$ cat src/rtl/cellram_pkg.sv
// Shared definitions for the cellRAM controller and its front-end arbiter.
// Holds the controller op codes, the arbiter state encoding, the captured
// request record and a helper that maps a write-enable to an async op code.
package cellram_pkg;

  // Controller wOP encodings
  localparam logic [2:0] OP_NULL        = 3'd0;
  localparam logic [2:0] OP_READ_CTRL   = 3'd1;
  localparam logic [2:0] OP_WRITE_CTRL  = 3'd2;
  localparam logic [2:0] OP_ASYNC_READ  = 3'd3;
  localparam logic [2:0] OP_ASYNC_WRITE = 3'd4;

  // Arbiter sequencer states
  localparam logic [2:0] ST_INIT  = 3'd0;
  localparam logic [2:0] ST_IDLE  = 3'd1;
  localparam logic [2:0] ST_ISSUE = 3'd2;
  localparam logic [2:0] ST_WAIT  = 3'd3;
  localparam logic [2:0] ST_DONE  = 3'd4;

  typedef struct packed {
    logic        we;
    logic [22:0] addr;
    logic [15:0] data;
  } cr_req_t;

  function automatic logic [2:0] op_for(input logic we);
    return we ? OP_ASYNC_WRITE : OP_ASYNC_READ;
  endfunction

endpackage

$ cat src/rtl/rr_arb2.sv
// Two-way round-robin grant, purely combinational.
//   req  : request vector {port1, port0}
//   last : port that won the previous arbitration
//   gnt  : one-hot grant (zero when nobody requests)
// The pointer register lives in the parent.
module rr_arb2 (
  input  logic [1:0] req,
  input  logic       last,
  output logic [1:0] gnt
);

  always_comb begin
    gnt = req;
    // On contention the port that did not win last time goes first.
    if (&req) gnt = last ? 2'b01 : 2'b10;
  end

endmodule

$ cat src/rtl/cellram_arbiter.sv
// Two-requester round-robin sequencer in front of cellRamController.
// Serialises word read/write requests onto the wOP/iAddr/iData/oReady
// interface, holds each op code for HOLD_CYCLES, waits for the controller
// to go busy and come back ready, then pulses the per-port done.  A
// controller that never goes busy is aborted after TIMEOUT wait cycles.
// Ports:
//   iClock, iReset             : clock, synchronous active-high reset
//   iReqN/iWeN/iAddrN/iDataN   : client request N (held until oGntN)
//   oGntN, oDoneN              : one-cycle accept / complete pulses
//   oRdData, oTimeout          : read data and abort flag, valid with oDoneN
//   oOp/oAddr/oData            : to controller wOP/iAddr/iData
//   iReady, iRamData           : from controller oReady / read data bus
module cellram_arbiter
  import cellram_pkg::*;
#(
  parameter int HOLD_CYCLES = 2,
  parameter int TIMEOUT     = 64,
  parameter int CNT_W       = 7
) (
  input  logic        iClock,
  input  logic        iReset,
  input  logic        iReq0,
  input  logic        iWe0,
  input  logic [22:0] iAddr0,
  input  logic [15:0] iData0,
  output logic        oGnt0,
  output logic        oDone0,
  input  logic        iReq1,
  input  logic        iWe1,
  input  logic [22:0] iAddr1,
  input  logic [15:0] iData1,
  output logic        oGnt1,
  output logic        oDone1,
  output logic [15:0] oRdData,
  output logic        oTimeout,
  output logic [2:0]  oOp,
  output logic [22:0] oAddr,
  output logic [15:0] oData,
  input  logic        iReady,
  input  logic [15:0] iRamData
);

  logic [2:0]       state;
  logic [CNT_W-1:0] cnt;
  logic             last;      // port served most recently
  logic             port;      // port currently being served
  logic             cur_we;
  logic             saw_busy;  // controller has dropped ready for this op
  logic [1:0]       gnt;
  cr_req_t          sel;

  rr_arb2 u_arb (
    .req  ({iReq1, iReq0}),
    .last (last),
    .gnt  (gnt)
  );

  always_comb begin
    sel = gnt[1] ? '{we: iWe1, addr: iAddr1, data: iData1}
                 : '{we: iWe0, addr: iAddr0, data: iData0};
  end

  always_ff @(posedge iClock) begin
    if (iReset) begin
      state    <= ST_INIT;
      cnt      <= '0;
      last     <= 1'b1;
      port     <= 1'b0;
      cur_we   <= 1'b0;
      saw_busy <= 1'b0;
      oOp      <= OP_NULL;
      oAddr    <= '0;
      oData    <= '0;
      oRdData  <= '0;
      oGnt0    <= 1'b0;
      oGnt1    <= 1'b0;
      oDone0   <= 1'b0;
      oDone1   <= 1'b0;
      oTimeout <= 1'b0;
    end else begin
      // Pulse outputs default low; set for exactly one cycle below.
      oGnt0    <= 1'b0;
      oGnt1    <= 1'b0;
      oDone0   <= 1'b0;
      oDone1   <= 1'b0;
      oTimeout <= 1'b0;
      case (state)
        ST_INIT: if (iReady) state <= ST_IDLE;
        ST_IDLE: begin
          if (iReady && (|gnt)) begin
            port     <= gnt[1];
            last     <= gnt[1];
            cur_we   <= sel.we;
            oOp      <= op_for(sel.we);
            oAddr    <= sel.addr;
            oData    <= sel.data;
            oGnt0    <= gnt[0];
            oGnt1    <= gnt[1];
            cnt      <= CNT_W'(HOLD_CYCLES - 1);
            saw_busy <= 1'b0;
            state    <= ST_ISSUE;
          end
        end
        ST_ISSUE: begin
          if (!iReady) saw_busy <= 1'b1;
          if (cnt == '0) begin
            oOp   <= OP_NULL;
            cnt   <= '0;
            state <= ST_WAIT;
          end else begin
            cnt <= cnt - 1'b1;
          end
        end
        ST_WAIT: begin
          // Ready alone is not completion: the controller must first have
          // gone busy, otherwise a stale ready would end the op early.
          if (iReady && saw_busy) begin
            if (!cur_we) oRdData <= iRamData;
            oDone0 <= ~port;
            oDone1 <= port;
            state  <= ST_DONE;
          end else if (cnt == CNT_W'(TIMEOUT - 1)) begin
            oDone0   <= ~port;
            oDone1   <= port;
            oTimeout <= 1'b1;
            state    <= ST_DONE;
          end else begin
            cnt <= cnt + 1'b1;
            if (!iReady) saw_busy <= 1'b1;
          end
        end
        ST_DONE: state <= ST_IDLE;
        default: state <= ST_INIT;
      endcase
    end
  end

endmodule
$ cat config.mk
export PLATFORM = sky130hd
export DESIGN_NAME = cellram_arbiter
export DESIGN_NICKNAME = d
export VERILOG_FILES = /design/src/rtl/cellram_pkg.sv /design/src/rtl/rr_arb2.sv /design/src/rtl/cellram_arbiter.sv
export SDC_FILE = /design/constraint.sdc
export NUM_CORES = 1
export LEC_CHECK = 0
export ABC_AREA = 1
export CORE_AREA = 4 4 93 95
export CTS_CLUSTER_SIZE = 28
export DETAILED_ROUTE_END_ITERATION = 7
export DIE_AREA = 0 0 97 99
export PLACE_DENSITY = 0.91
export SKIP_LAST_GASP = 1
export SLEW_MARGIN = 20
export SYNTH_ARGS = -nofsm -noshare
export SYNTH_HDL_FRONTEND = slang
export SYNTH_HIERARCHICAL = 1
export SYNTH_SLANG_ARGS = --single-unit
$ cat constraint.sdc
create_clock -name iClock -period 2.6 [get_ports iClock]
set_input_delay 0.39 -clock iClock [delete_from_list [all_inputs] [get_ports iClock]]
set_output_delay 0.39 -clock iClock [all_outputs]
set_load 0.01 [all_outputs]
==> summary.txt, run 1 <==
Non-Clock Buffer Area Fraction: 32.53%
R2R depth: 10
grt met1 use: 23.39%
Hold Crit Depth: 1
top_reg_cell synth: dfxtp_1
M1 WL: 3.904 mm
fin nets: 729
DR top layer: met4
Critical path origin: iReq1
gpl congestion: 0.8513
overall die width: 97 um
Setup TNS: 0 ps
Hold Startpoint: port$_SDFFE_PP0P_
# fillers: 576
number of enable flip-flop cells: 0
hold bufs inserted after CTS: 0
vias per inst: 5.183
WHS: 469.8 ps
setup bufs post-CTS: 0
CTS tree: done
Area after DPL: 0.005071 mm^2
FFs w/ async S/R, synth: 0%
Synthesis Warnings: 6
xor/xnor share: 0.2590%
clock share of power: 33.8%
Area growth syn-to-layout: 55.79%
Synth flops: 76
Seq. pwr: 1250 uW
Layout clock area frac: 3.752%
DR vias: 3794
initial antenna violation count: 0
unrepaired setup endpoints after global routing: no
count of final hold-check violations: 0
fp_density: 43.77%
sequential cell fraction of total power: 46.6%
Worst Hold Class: flip-flop to flip-flop
r2r endpoint: cnt[1]$_SDFFE_PP0P_
static leakage: 0.002040 uW
outcome: finished, final reports clean
Root Buffer: clkbuf_8
Worst Setup EP: oData[4]$_SDFFE_PP0P_
CP peak stage delay: 500 ps
power in the clock group: 907 uW
CP Launch Type: input port
Endpoint, Worst Hold: oDone0$_SDFF_PP0_
inverters: 22
GR Overflow Total: 0
MUX share of area: 0%
Post-Layout Inst Area: 0.005269 mm^2
Worst EP arrival: 2240 ps
H-tree levels: 3
top cells, area: dfxtp_1 (45%), nand2_1 (15%), o21ai_0 (8.0%)
post_cts resized: 0
Critical Path Stages: 8
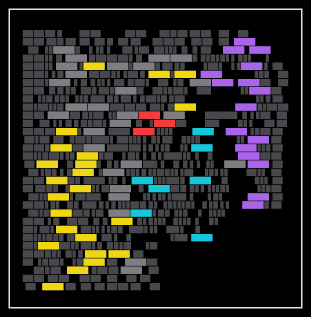
(run_1/flops_by_reg.png)
(3 px per um)
[purple] oRdData | placed flops: 16
[cyan] cnt | placed flops: 7
[red] state | placed flops: 3
[yellow] oAddr | placed flops: 23
not colored: 27
final design utilization: 68.18%
sequential cell area share: 28.88%

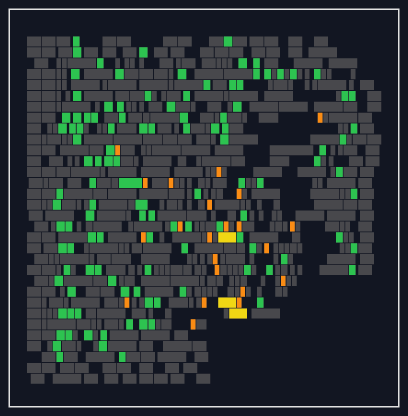
(run_1/logic_types.png)
(4 px per um)
[orange] inverters | cells: 22 | where: middle
[yellow] adder and majority cells | cells: 3
[green] inverting AOI/OAI gates | cells: 115 | where: spread over the die
Cell Count, Final, Fillers Out: 732
dominant logic cell type in the layout: clkdlybuf4s50_1
Comb area share: 30.85%

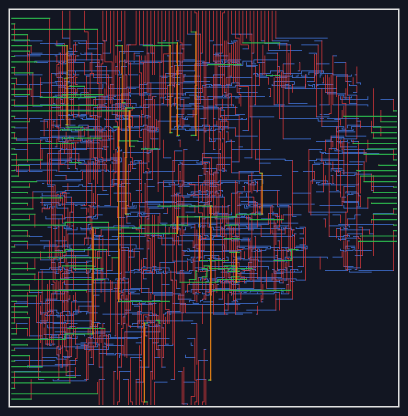
(run_1/wires.png)
(4 px per um)
[orange] metal 4 | wire length: 306 um
[red] metal 2 | wire length: 5430 um
[blue] metal 1 | wire length: 3900 um
[green] metal 3 | wire length: 959 um

==> run_1/clocks.png <==
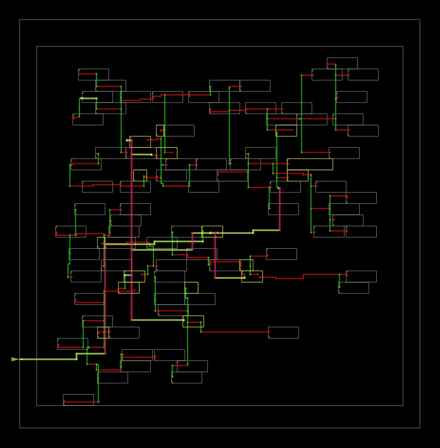

==> run 2, diff against run 1 <==
--- a/config.mk
+++ b/config.mk
@@ -6,11 +6,11 @@
 export NUM_CORES = 1
 export LEC_CHECK = 0
 export ABC_AREA = 1
-export CORE_AREA = 4 4 93 95
+export CORE_AREA = 4 4 101 103
 export CTS_CLUSTER_SIZE = 28
 export DETAILED_ROUTE_END_ITERATION = 7
-export DIE_AREA = 0 0 97 99
-export PLACE_DENSITY = 0.91
+export DIE_AREA = 0 0 105 107
+export PLACE_DENSITY = 0.82
 export SKIP_LAST_GASP = 1
 export SLEW_MARGIN = 20
 export SYNTH_ARGS = -nofsm -noshare
==> constraint.sdc (replaced) <==
create_clock -name iClock -period 1.7 [get_ports iClock]
set_input_delay 0.255 -clock iClock [delete_from_list [all_inputs] [get_ports iClock]]
set_output_delay 0.255 -clock iClock [all_outputs]
set_load 0.01 [all_outputs]
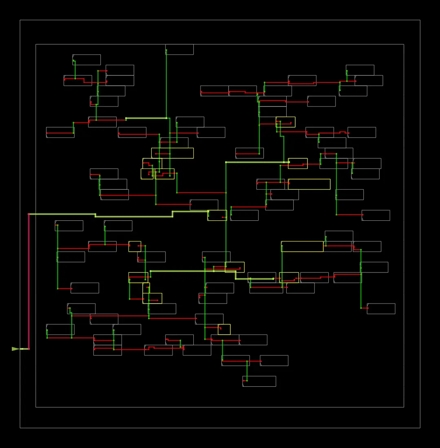
(run_2/clocks.png)
CTS Sinks: 76
Seq cells: 76

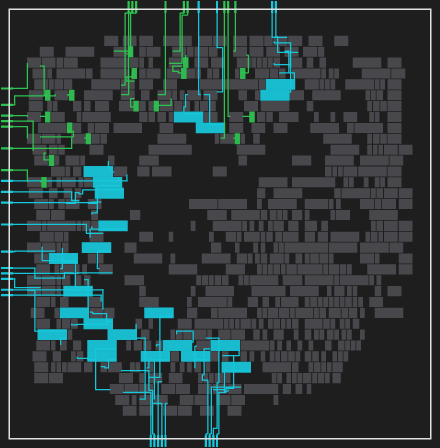
(run_2/io_fan.png)
(4 px per um)
[cyan] oAddr | direction: output | edge: 10 left, 9 bottom, 4 top | end cells: 23 | buffers: 23 | wire: 786 um
[green] iData1 | direction: input | edge: 9 top, 7 left | end cells: 16 | buffers: 16 | wire: 315 um

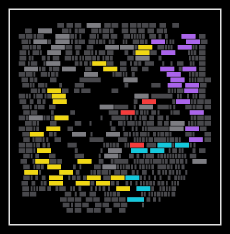
(run_2/flops_by_reg.png)
(2 px per um)
[yellow] oAddr | placed flops: 23
[cyan] cnt | placed flops: 7
[red] state | placed flops: 3
[purple] oRdData | placed flops: 16
not colored: 27
Seq. pwr: 1910 uW
Reg area: 0.001529 mm^2
final design utilization: 59.40%
sequential cell area share: 27.99%

==> run 2 against run 1 <==
Cell area up 3.7%. Global-route usage fell by 3.9 points. First-iteration DRC count fell by 39%. Area after synthesis is the same. Sequential power is 53% higher. Die size up 17%. Clock skew about the same. Total power increased by 65%. Clock-buffer cell count unchanged. Critical path type unchanged. Critical endpoint is now oOp[2]$_SDFFE_PP0P_. Largest cell class unchanged. Highest routed layer unchanged.
==> summary.txt, run 2 <==
CTS tree: done
static leakage: 0.002142 uW (+5.0%)
Power Internal: 3316 uW
setup bufs post-CTS: 0 (unchanged)
inverters: 22 (unchanged)
outcome: finished, final reports clean
r2r endpoint: cnt[4]$_SDFFE_PP0P_
TritonCTS Buffers: 9
xor/xnor share: 0.2590% (unchanged)
clock share of power: 37.8% (+4.0 points)
Hold Crit Depth: 1 (unchanged)
R2R depth: 10 (unchanged)
Hold Startpoint: port$_SDFFE_PP0P_
Area growth syn-to-layout: 61.52%
Synthesis Warnings: 6 (unchanged)
DR vias: 3777 (-0.45%)
Cells after Synth: 477
grt met1 use: 19.82% (-3.6 points)
power in the clock group: 1670 uW (+84%)
top cells, area: dfxtp_1 (45%), nand2_1 (15%), o21ai_0 (8.0%)
dominant logic cell type in the layout: clkdlybuf4s50_1
WHS: 466.4 ps (-3.372 ps)
vias per inst: 4.996 (-3.6%)
Synth flops: 76 (unchanged)
Critical Path Stages: 10 (+2)
Setup TNS: 0 ps (unchanged)
Final Critical Period: 1569 ps
DR top layer: met4
post_cts resized: 0 (unchanged)
H-tree levels: 3 (unchanged)
Worst Hold Class: flip-flop to flip-flop
fp_density: 36.78% (-7.0 points)
Tcrit/Tclk final: 92.30%
Root Buffer: clkbuf_8
sequential cell fraction of total power: 43.2% (-3.4 points)
# fillers: 796 (+38%)
Worst-Margin Slew: 321.0 ps
Core Footprint: 0.009196 mm^2
Post-Layout Inst Area: 0.005463 mm^2 (+3.7%)
Cell Count, Final, Fillers Out: 756 (+3.3%)
Worst Setup EP: oOp[2]$_SDFFE_PP0P_
Non-Clock Buffer Area Fraction: 33.67% (+1.1 points)
Comb area share: 29.80% (-1.0 points)
top_reg_cell synth: dfxtp_1
Area after DPL: 0.005185 mm^2 (+2.2%)
hold bufs inserted after CTS: 0 (unchanged)
FFs w/ async S/R, synth: 0% (unchanged)
CP Cell Sequence: clkdlybuf4s50_1, inv_1, nand2_1, nand2_1, o21ai_2, nor2_4, buf_4, nor2_1, nand2_1, a21oi_1
fin nets: 744 (+2.1%)
gpl congestion: 0.8470 (-0.51%)
CP peak stage delay: 480 ps (-20 ps)
initial antenna violation count: 0 (unchanged)
MUX share of area: 0% (unchanged)
top-count cell post-synth: nand2_1
count of final hold-check violations: 0 (unchanged)
M1 WL: 4.131 mm (+5.8%)
number of enable flip-flop cells: 0 (unchanged)
GR Overflow Total: 0 (unchanged)
dominant kind of combinational cell: simple AND/OR/NAND/NOR gates
CP Launch Type: input port
Endpoint, Worst Hold: oDone0$_SDFF_PP0_
Critical path origin: iReq1
overall die width: 105 um (+8.2%)
Top cells excl fill/tap: clkdlybuf4s50_1 (163), nand2_1 (137), dfxtp_1 (74)
Layout clock area frac: 4.489% (+0.74 points)
IR drop worst, VDD: 0.4072 mV
Worst EP arrival: 1830 ps (-410 ps)
No activity file was given, so power comes from the tool's default toggle rates.
